==> images/class_map.png <==
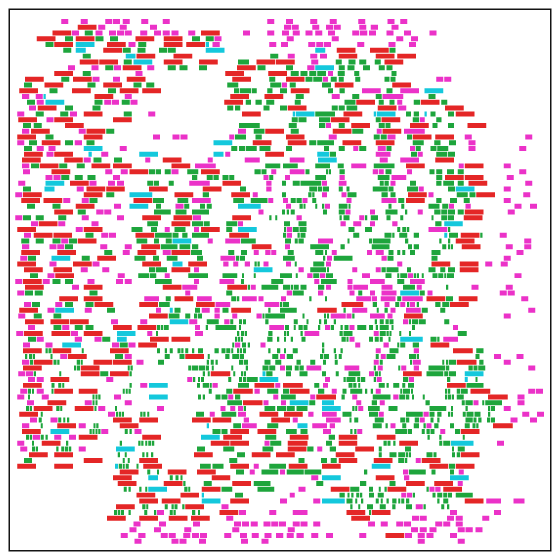
==> images/layers.png <==
The bar under the picture is 100 um long.
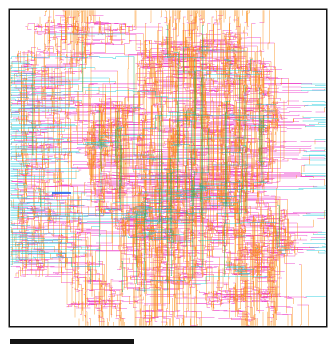
==> images/congestion_map.png <==
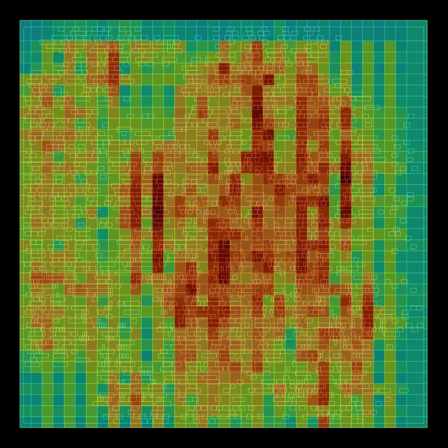
==> images/ff_map.png <==
The bar under the picture is 100 um long. Other sequential cells in the stronger grey, the rest of the logic in the fainter grey.
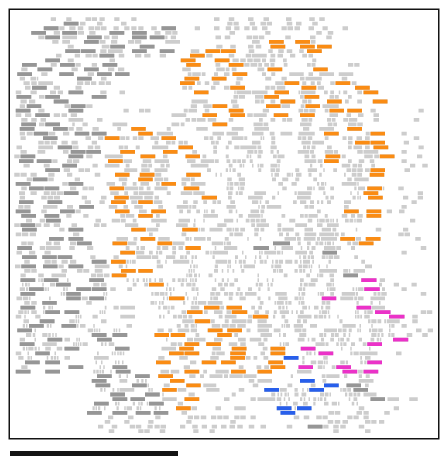
==> images/route_heat.png <==
The bar under the picture is 100 um long. 25 x 25 tiles, from dark blue (low) to red (high), scaled to the fullest tile. Values are wire area over tile area, all layers added.
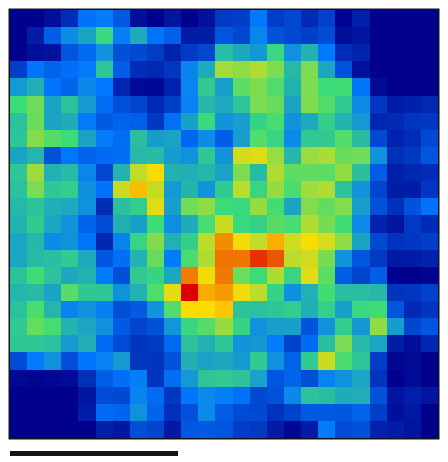
[src/rtl/enemy_blt_ctrl.sv]
// Enemy bullet slot manager: allocates up to 15 bullets on fire requests and
// advances/retires them once per frame for the bullet pixel generator.
module enemy_blt_ctrl #(
   parameter int BLT_SPEED     = 3,
   parameter int Y_MAX         = 465,
   parameter int FIRE_COOLDOWN = 4
) (
   input  logic         clk_25MHz,
   input  logic         rst_n,
   input  logic         frame_tick,
   input  logic         fire_req,
   input  logic [8:0]   fire_x,
   input  logic [8:0]   fire_y,
   input  logic [14:0]  hit_clear,
   input  logic         game_clear,
   output logic [134:0] enemy_blt_x,
   output logic [134:0] enemy_blt_y,
   output logic [14:0]  enemy_blt_vi,
   output logic         fire_ack,
   output logic         fire_drop,
   output logic         busy
);

   typedef enum logic [1:0] {IDLE, ALLOC, UPDATE, RESP} state_t;

   state_t      state;
   state_t      next_state;
   logic [3:0]  idx;
   logic [7:0]  cooldown;
   logic [3:0]  free_idx;
   logic        free_found;
   logic        accept;
   logic        ack_next;
   logic        drop_next;
   logic [8:0]  cur_y;
   logic [9:0]  sum_y;
   logic        retire;
   logic [14:0] vi_next;

   // Lowest-numbered dead slot, searched from the registered visibility bits
   always_comb begin
      free_found = 1'b0;
      free_idx   = 4'd0;
      for (int i = 14; i >= 0; i--) begin
         if (!enemy_blt_vi[i]) begin
            free_found = 1'b1;
            free_idx   = 4'(i);
         end
      end
   end

   always_comb begin
      cur_y  = enemy_blt_y[int'(idx) * 9 +: 9];
      sum_y  = {1'b0, cur_y} + 10'(BLT_SPEED);
      retire = (sum_y > 10'(Y_MAX));
   end

   always_comb begin
      next_state = state;
      accept     = 1'b0;
      ack_next   = 1'b0;
      drop_next  = 1'b0;
      case (state)
         IDLE: begin
            if (frame_tick)
               next_state = UPDATE;
            else if (fire_req)
               next_state = ALLOC;
         end
         ALLOC: begin
            accept     = (cooldown == 8'd0) && free_found && !game_clear;
            ack_next   = accept;
            drop_next  = !accept;
            next_state = RESP;
         end
         UPDATE: begin
            if (idx == 4'd14)
               next_state = IDLE;
         end
         RESP:    next_state = IDLE;
         default: next_state = IDLE;
      endcase
   end

   // Allocation overrides a same-cycle hit on its slot; game_clear overrides all
   always_comb begin
      vi_next = enemy_blt_vi;
      if (state == UPDATE && enemy_blt_vi[idx] && retire)
         vi_next[idx] = 1'b0;
      vi_next = vi_next & ~hit_clear;
      if (accept)
         vi_next[free_idx] = 1'b1;
      if (game_clear)
         vi_next = '0;
   end

   assign busy = (state == UPDATE);

   always_ff @(posedge clk_25MHz or negedge rst_n) begin
      if (!rst_n)
         state <= IDLE;
      else
         state <= next_state;
   end

   always_ff @(posedge clk_25MHz or negedge rst_n) begin
      if (!rst_n) begin
         idx       <= 4'd0;
         cooldown  <= 8'd0;
         fire_ack  <= 1'b0;
         fire_drop <= 1'b0;
      end else begin
         idx       <= (state == UPDATE) ? idx + 4'd1 : 4'd0;
         fire_ack  <= ack_next;
         fire_drop <= drop_next;
         if (game_clear)
            cooldown <= 8'd0;
         else if (accept)
            cooldown <= 8'(FIRE_COOLDOWN);
         else if (frame_tick && cooldown != 8'd0)
            cooldown <= cooldown - 8'd1;
      end
   end

   // Slot storage: x only changes on allocation, y on allocation or a walk step
   always_ff @(posedge clk_25MHz or negedge rst_n) begin
      if (!rst_n) begin
         enemy_blt_x  <= '0;
         enemy_blt_y  <= '0;
         enemy_blt_vi <= '0;
      end else begin
         enemy_blt_vi <= vi_next;
         if (accept) begin
            enemy_blt_x[int'(free_idx) * 9 +: 9] <= fire_x;
            enemy_blt_y[int'(free_idx) * 9 +: 9] <= fire_y;
         end else if (state == UPDATE && enemy_blt_vi[idx] && !hit_clear[idx] && !retire) begin
            enemy_blt_y[int'(idx) * 9 +: 9] <= sum_y[8:0];
         end
      end
   end

endmodule

[config.mk]
export PLATFORM = sky130hd
export DESIGN_NAME = enemy_blt_ctrl
export DESIGN_NICKNAME = d
export VERILOG_FILES = /design/src/rtl/enemy_blt_ctrl.sv
export SDC_FILE = /design/constraint.sdc
export NUM_CORES = 1
export LEC_CHECK = 0
export CORE_MARGIN = 2
export CORE_UTILIZATION = 25
export DETAILED_ROUTE_END_ITERATION = 10
export PLACE_DENSITY = 0.43
export SLEW_MARGIN = 20
export SYNTH_ARGS = -nofsm -noshare
export SYNTH_HDL_FRONTEND = slang
export SYNTH_SLANG_ARGS = --single-unit
[constraint.sdc]
create_clock -name clk_25MHz -period 3.7 [get_ports clk_25MHz]
set_input_delay 0.74 -clock clk_25MHz [delete_from_list [all_inputs] [get_ports clk_25MHz]]
set_output_delay 0.74 -clock clk_25MHz [all_outputs]
set_load 0.05 [all_outputs]
==> metrics.csv <==
metric,value,unit
status,"complete, but fails checks",
violated checks,negative setup slack,
Startpoint Class,flip-flop,
Post-synth EDFFs,0,
Logic family by area,AND-OR/OR-AND gates,
Initial Util,25.3,%
Port Buffers,325,
Filler cells,6075,
Setup crit start,idx[0],
Power per Cell Area,482,nW/um^2
"Hold Vio Cnt, Final",0,
# IOs,326,
flop2flop setup slack,-0.17,ns
clk sinks,301,
Worst slew margin,21.3,%
DRT Pass-1 Iters,5,
via density per instance,5.12,
Adder-Cell Fraction of Synth Area,1.12,%
RSZ-0062 raised after global routing,true,
ys flops,301,
crit path max fanout,11,
Root Buffer,clkbuf_16,
combinational share of cell area,33.3,%
reg-to-reg endpoint,enemy_blt_y[14],
Final GP Congestion,0.927,
Synth Net Count,1447,
inverter count,43,
async set-reset flop share out of synthesis,100,%
Die Size,64700,um^2
HP Class,input port to asynchronous set/reset pin,
yosys xor share,1.01,%
1st-iter DRT viols,1066,
register share after synthesis,48.1,%
fin nets,1961,
DR DRC count,0,
setup TNS,-9.10,ns
Layout area overhead,53.0,%
final clock skew,0.0213,ns
and+or+nand+nor area frac,9.81,%
Worst-Margin Slew,1.17,ns
maximum vdd drop,0.322,mV
Final Max Tran Viols,0,
Leak Pwr,10.1,nW
# Max-Cap Violations,0,
DR WL met3,6.68,mm
Cell Type Count,78,
FF-to-FF Start,idx[0],
clkbuf count,54,
Flop Count,301,
total clock buffers created by CTS,38,
Gate Area,7990,um^2
Max Fclk,0.258,GHz
Data buffer area share,24.5,%
synthesized cell area,15700,um^2
Tap Count,837,
DIE HEIGHT,254,um
Insertion Delay late pin,0.57,ns
synthesis area per yosys,15700,um^2
Tmin final,3.87,ns
first-pass GRT wire length,109,mm
vias in the first global route,14771,
share of post-route cells with drive strength above 1,30.4,%
routed wl met2,35.5,mm
final worst slack,-0.173,ns
Yosys Warn Count,0,
Antenna diodes,0,
"Req. time, crit path",4.14,ns
non-clock buffer count,572,
Tot Pwr,11.5,mW
CP Class,flip-flop to flip-flop,
Hold WS,0.117,ns
Cells after Synth,1395,
ClkCell Share,5.59,%
Final ANT Viol Nets,0,
tool warnings,39,
comb_multi_in,953,
M1 WL,31.8,mm
Mux area share,16.3,%
Core Area,61800,um^2
total congestion overflow,0,
placed inst area,21400,um^2
Final Cycle Share,105,%
AO/OA Area Share,19.3,%
Synth Flop Type,dfrtp_1,
final setup fails,108,
Post-Syn Area per Cell,11.2,um^2
Reg2Reg Depth,19,
hpwl dp,56.5,mm
Die X,254,um
pin count of the biggest net entering global routing,76,
# H-tree levels,2,
initial antenna violation count,1,
top cell category,multi-input combinational cells,
crit path DAT,4.31,ns
"CTS clk-pin slew, worst paths",0.06,ns
TritonCTS clock tree,built,
Setup crit end kind,flip-flop,
DR top layer,met5,
clk buf depth,3,
post-synthesis cell count from yosys,1395,
-- class_map.png (at the start) --
- magenta: remaining buffers and delay cells (cells 572; share of their area 26%)
- red: sequential cells (cells 301; share of their area 33%)
- green: remaining logic cells (cells 996; share of their area 36%)
- cyan: clock drivers and dummy loads (cells 68; share of their area 5.8%)
Final Cell Area: 24000 um^2
fraction of area in registers: 31.6%
floorplan row count: 91
final core utilization: 38.7%

-- layers.png (at the start) --
- orange: M2 (wire length 35.5 mm)
- blue: M5 (wire length 13.8 um)
- magenta: M1 (wire length 31.8 mm)
- cyan: M3 (wire length 6680 um)
- green: M4 (wire length 2850 um)
wire length per cell: 27.7 um
Total GRT Usage: 23.3%
wirelength, routed: 76.8 mm
DR vias: 14205

-- congestion_map.png (at the start) --
met3 Use GR: 7.11%
gr busiest metal: met2
met1 GRT Util: 29.7%

-- ff_map.png (at the start) --
- orange: enemy_blt_y (flops 135)
- blue: cooldown (flops 8)
- magenta: enemy_blt_vi (flops 15; where lower right)
Storage cell area: 7560 um^2
power in sequential cells: 3.53 mW

-- route_heat.png (at the start) --
- mean over tiles: 0.20
- fullest tile: 0.64
- nearly empty tiles: 8.6%
- tiles over half the peak: 18%
- densest ninth of the die: centre

kinds of logic (layout without fill, tap and decap cells):
| group | count (synthesis) | after routing |
|---|---|---|
| multiplexers | 194 | 194 |
| AND/OR/NAND/NOR | 344 | 344 |
| AND-OR/OR-AND | 382 | 383 |
| buffers and inverters | 142 | 683 |
| adder cells (fa/ha/maj) | 14 | 14 |
| XOR/XNOR | 18 | 18 |
| flip-flops | 301 | 301 |
placed cells by master, fill, tap and decap left out, drive strengths merged, types with 7 or more instances in the layout:
cell type,n
clkdlybuf4s50,324
dfrtp,301
buf,243
nand2,156
mux2,140
nor2,78
o2bb2ai,73
a22oi,66
clkbuf,59
o21ai,56
a21oi,43
inv,42
a22o,37
nor3,28
mux2i,27
mux4,27
o22ai,26
nand3,14
ha,14
and3,13
and2,13
xnor2,12
clkinv,10
nand2b,9
a311o,9
o31ai,8
o221ai,8
a32oi,8
nand4,7
o32a,7
power by group:
| group | switching (mW) | internal (mW) | total, mW |
|---|---|---|---|
| logic | 2.50 | 1.50 | 4.00 |
| clock network | 1.54 | 2.46 | 4.01 |
| registers | 0.122 | 3.41 | 3.53 |
worst max-delay path, cell delays in order (launching register included):
cell	delay [ns]
dfrtp_4	0.50
buf_6	0.15
buf_12	0.15
mux2i_1	0.14
a22oi_2	0.30
nand3_2	0.12
o21ai_2	0.12
inv_2	0.09
buf_4	0.15
ha_4	0.15
nor2_4	0.10
nor2_1	0.05
o2bb2ai_1	0.11
a221o_1	0.29
a211o_1	0.29
and2_4	0.17
buf_12	0.15
o22ai_4	0.20
buf_12	0.15
mux2_2	0.33
state kept, by name, summed over array words and instances (netlist names):
name and count:
state 2, enemy_blt_x 135, idx 4, fire_drop 1, enemy_blt_y 135, fire_ack 1
enemy_blt_vi 15, cooldown 8
per-stage QoR:
stage	instances	worst slack, ns
6_report	2774	-0.173
2_1_floorplan	1395	-0.117
3_3_place_gp	2659	-0.369
3_5_place_dp	2659	-0.316
4_1_cts	2751	-0.130
5_1_grt	2774	-0.205
synthesized netlist by cell type, drive strengths merged, types with 28 or more instances:
cell type,instances,area (um^2)
o2bb2ai,73,639
nor2,78,295
nand2,156,586
dfrtp,301,7530
buf,34,251
a22o,37,324
inv,42,158
nor3,28,140
a22oi,66,514
clkbuf,59,223
a21oi,43,234
mux2,140,1640
o21ai,56,280
routing by layer:
metal | up-vias | track usage [%]
met3 | 138 | 7.11
met4 | 2 | 8.10
met1 | 7184 | 29.7
met5 | - | 0
met2 | 622 | 37.3
li1 | 6259 | -
worst max-delay path by stage:
stage                           end  slack (ns)  depth (start not counted)
floorplan           enemy_blt_y[93]       -0.12                         16
global placement    enemy_blt_y[56]       -0.37                         15
detailed placement  enemy_blt_y[57]       -0.32                         15
CTS                 enemy_blt_y[14]       -0.13                         15
global route        enemy_blt_y[14]       -0.21                         19
finish              enemy_blt_y[14]       -0.17                         19
timing repair:
item	in CTS	in global routing
hold buffers	0	0
setup buffers	17	19
pin swaps	14	11
gates cloned	8	8
setup endpoints to repair	153	172
hold endpoints to repair	0	0
resized	54	77
Power figures rest on the tool's default switching activity, not on a simulated workload.
